**Met3 routing**

Drawn at 1 px/um.
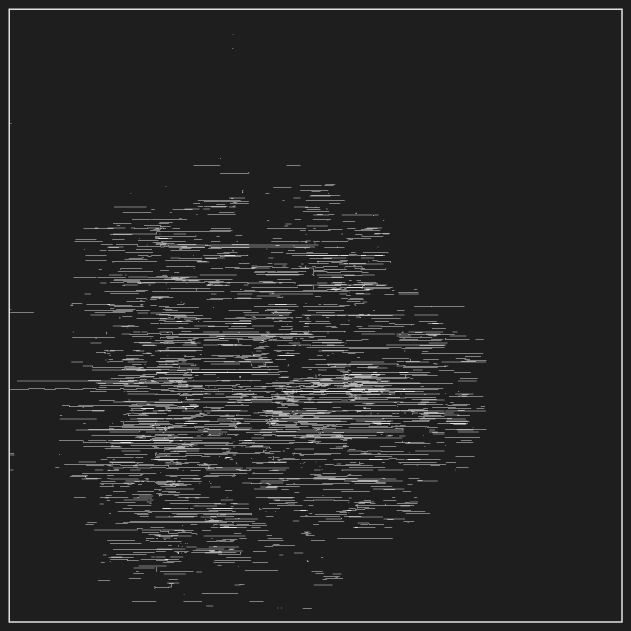
**Track usage over the die**

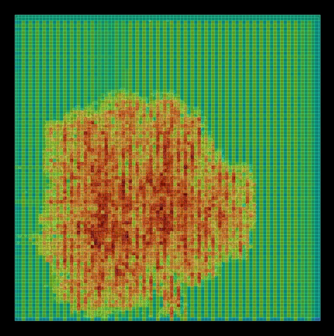
**Signal wires on met2**

Drawn at 1 px/um.
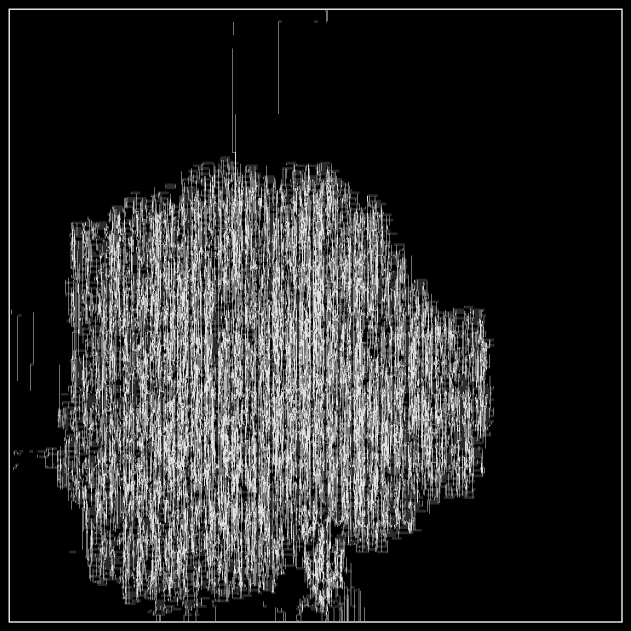
===== src/rtl/dcmi_rx.sv =====
// dcmi_rx: captures one DCMI camera frame into an on-chip byte buffer and
// lets a CPU read port drain it a byte at a time.
//
// Ports
//   CLK        system clock, all logic on the rising edge
//   nRST       asynchronous active-low reset
//   DCLK       external pixel clock (asynchronous, at most CLK/4)
//   DSYNC      external frame-valid, active-high
//   DATA[7:0]  external pixel data, stable around the DCLK rising edge
//   ARM        one-CLK pulse: clear the buffer and arm capture of the next frame
//   RD         one-CLK pulse: pop the head byte (only acted on in DONE)
//   DO[7:0]    registered head-of-buffer byte, IDLE_BYTE when nothing to read
//   BUSY       high in ARMED and CAPTURE
//   READY      high in DONE while the buffer holds data
//   OVF        sticky: a byte was dropped because the buffer was full
//   LEN        number of bytes currently held
//   dbg_state  current FSM state (IDLE=0, ARMED=1, CAPTURE=2, DONE=3)
//
// Handshake: ARM and RD are single-cycle strobes with no back-pressure. An RD
// strobe in DONE with LEN>0 pops exactly one byte and the new head appears on
// DO after that same clock edge; RD is ignored in any other situation. ARM
// wins over a simultaneous RD or capture write.

module dcmi_rx #(
  parameter int          DEPTH_LOG2 = 8,
  parameter logic [7:0]  IDLE_BYTE  = 8'h00
) (
  input  logic                  CLK,
  input  logic                  nRST,
  input  logic                  DCLK,
  input  logic                  DSYNC,
  input  logic [7:0]            DATA,
  input  logic                  ARM,
  input  logic                  RD,
  output logic [7:0]            DO,
  output logic                  BUSY,
  output logic                  READY,
  output logic                  OVF,
  output logic [DEPTH_LOG2:0]   LEN,
  output logic [1:0]            dbg_state
);

  localparam int DEPTH = 1 << DEPTH_LOG2;
  localparam logic [DEPTH_LOG2:0] FULL_LEN = {1'b1, {DEPTH_LOG2{1'b0}}};

  typedef enum logic [1:0] {
    S_IDLE    = 2'd0,
    S_ARMED   = 2'd1,
    S_CAPTURE = 2'd2,
    S_DONE    = 2'd3
  } state_t;

  state_t state, state_n;

  // Bit 0/1 are the two synchronizer flops; bit 2 is the edge-detect history.
  logic [2:0] dclk_sr;
  logic [2:0] sync_sr;
  logic [7:0] data_s1, data_s2;

  logic [DEPTH_LOG2-1:0] wr_ptr, wr_ptr_n;
  logic [DEPTH_LOG2-1:0] rd_ptr, rd_ptr_n;
  logic [DEPTH_LOG2:0]   len, len_n;
  logic                  ovf, ovf_n;
  logic                  seen_low, seen_low_n;
  logic                  wr_en;

  logic [7:0] mem [DEPTH];

  logic dclk_rise;
  logic sync_hi;
  logic sync_fall;

  assign dclk_rise = dclk_sr[1] & ~dclk_sr[2];
  assign sync_hi   = sync_sr[1];
  assign sync_fall = sync_sr[2] & ~sync_sr[1];

  always_ff @(posedge CLK or negedge nRST) begin
    if (!nRST) begin
      dclk_sr <= 3'b000;
      sync_sr <= 3'b000;
      data_s1 <= 8'h00;
      data_s2 <= 8'h00;
    end else begin
      dclk_sr <= {dclk_sr[1:0], DCLK};
      sync_sr <= {sync_sr[1:0], DSYNC};
      data_s1 <= DATA;
      data_s2 <= data_s1;
    end
  end

  always_ff @(posedge CLK or negedge nRST) begin
    if (!nRST) begin
      state    <= S_IDLE;
      wr_ptr   <= '0;
      rd_ptr   <= '0;
      len      <= '0;
      ovf      <= 1'b0;
      seen_low <= 1'b0;
    end else begin
      state    <= state_n;
      wr_ptr   <= wr_ptr_n;
      rd_ptr   <= rd_ptr_n;
      len      <= len_n;
      ovf      <= ovf_n;
      seen_low <= seen_low_n;
    end
  end

  always_comb begin
    state_n    = state;
    wr_ptr_n   = wr_ptr;
    rd_ptr_n   = rd_ptr;
    len_n      = len;
    ovf_n      = ovf;
    seen_low_n = seen_low;
    wr_en      = 1'b0;
    if (ARM) begin
      state_n    = S_ARMED;
      wr_ptr_n   = '0;
      rd_ptr_n   = '0;
      len_n      = '0;
      ovf_n      = 1'b0;
      seen_low_n = 1'b0;
    end else begin
      case (state)
        S_IDLE: ;
        S_ARMED: begin
          // Require a low before accepting a rise so that a frame already in
          // flight when ARM arrived is skipped entirely.
          if (!sync_hi) seen_low_n = 1'b1;
          else if (seen_low) state_n = S_CAPTURE;
        end
        S_CAPTURE: begin
          if (sync_fall) begin
            state_n = S_DONE;
          end else if (dclk_rise && sync_hi) begin
            if (len == FULL_LEN) begin
              ovf_n = 1'b1;
            end else begin
              wr_en    = 1'b1;
              wr_ptr_n = wr_ptr + 1'b1;
              len_n    = len + 1'b1;
            end
          end
        end
        S_DONE: begin
          if (RD && (len != '0)) begin
            rd_ptr_n = rd_ptr + 1'b1;
            len_n    = len - 1'b1;
          end
        end
        default: state_n = S_IDLE;
      endcase
    end
  end

  // Buffer storage carries no reset.
  always_ff @(posedge CLK) begin
    if (wr_en) mem[wr_ptr] <= data_s2;
  end

  // Read address is the next-cycle pointer so DO already shows the new head
  // on the edge that applies a pop.
  always_ff @(posedge CLK or negedge nRST) begin
    if (!nRST) begin
      DO <= IDLE_BYTE;
    end else if ((state_n == S_DONE) && (len_n != '0)) begin
      DO <= mem[rd_ptr_n];
    end else begin
      DO <= IDLE_BYTE;
    end
  end

  assign BUSY      = (state == S_ARMED) || (state == S_CAPTURE);
  assign READY     = (state == S_DONE) && (len != '0);
  assign OVF       = ovf;
  assign LEN       = len;
  assign dbg_state = state;

endmodule


===== config.mk =====
export PLATFORM = sky130hd
export DESIGN_NAME = dcmi_rx
export DESIGN_NICKNAME = d
export VERILOG_FILES = /design/src/rtl/dcmi_rx.sv
export SDC_FILE = /design/constraint.sdc
export NUM_CORES = 2
export LEC_CHECK = 0
export CAP_MARGIN = 30
export CORE_MARGIN = 3
export CORE_UTILIZATION = 23
export CTS_CLUSTER_SIZE = 10
export DETAILED_ROUTE_END_ITERATION = 8
export SLEW_MARGIN = 20
export SYNTH_ARGS = -nofsm -noshare
export SYNTH_HDL_FRONTEND = slang
export SYNTH_SLANG_ARGS = --single-unit

===== constraint.sdc =====
create_clock -name CLK -period 4.7 [get_ports CLK]
set_clock_uncertainty 0.05 [all_clocks]
set_input_delay 0.47 -clock CLK [delete_from_list [all_inputs] [get_ports CLK]]
set_output_delay 0.47 -clock CLK [all_outputs]
set_load 0.02 [all_outputs]

==> deck_impl_summary.md <==
Implementation Results

Run status
  – Status: finished with violations
  – Violated checks: setup timing

Synthesis
  – Synth Warn #: 0
  – Post-Synth AOI/OAI Area: 6.53%
  – Top post-synthesis cells by area: edfxtp_1 73%, nand2_1 6.6%, nand3_1 3.3%, mux2i_1 2.7%, dfrtp_1 1.8%
  – Most common cell in the netlist: edfxtp_1
  – Yosys cell count: 6193

Setup path
  – CP required: 5.45 ns
  – WP data arrival: 5.48 ns
  – Max FO, Critical Path: 22
  – Critical Path Slowest Stage Cell: nor4_1
  – Family with the most delay on the worst path: simple AND/OR/NAND/NOR gates
  – Worst-case reg-to-reg path depth: 15
  – Worst setup path endpoint: DO[3]

Clock tree
  – Clock Tree Buf Depth: 3
  – Worst-skew pair later-pin latency: 0.90 ns
  – Num CTS Buffers: 232
  – CTS resizes: 9

STA
  – Final setup viols: 2
  – PnR worst setup slack: -0.0266 ns
  – Post-route clock period utilization: 101%

Die
  – Tapcell Cnt: 4794

Power
  – Switching Fraction: 20.5%
  – Net Switching: 7.68 mW
  – Tot Pwr: 37.5 mW
  – Top pwr grp: registers
  – Internal: 29.8 mW
  – PwrDens: 365 nW/um^2
  – Sequential Power Share: 55.2%
  – Combinational power: 0.486 mW

Route
  – Max layer used: met5
  – Via count: 58.0k
  – Routed wire per std cell: 24.6 um
  – DR WL met3: 32800 um

Placed design
  – Post-DP Area: 95700 um^2

Final layout
  – Combinational gates: 3647

Run
  – MaxCap Viol Count: 0
Notes on 'met3 routing' above:
The wires run mostly horizontal. The longest straight run is 144 um. The layer holds 11% of the routed length. 885 nets have wire on it.

Notes on 'track usage over the die' above:
busiest grt layer: met2
met2 usage: 23.1%
met3 Usage GRT: 3.50%
GRT Util Overall: 14.9%
met1 Track Usage GR: 19.5%

Notes on 'signal wires on met2' above:
The layer carries 131 mm of wire. 5491 nets have wire on it. The layer holds 45% of the routed length.

Power is estimated from default activity; no workload was simulated.
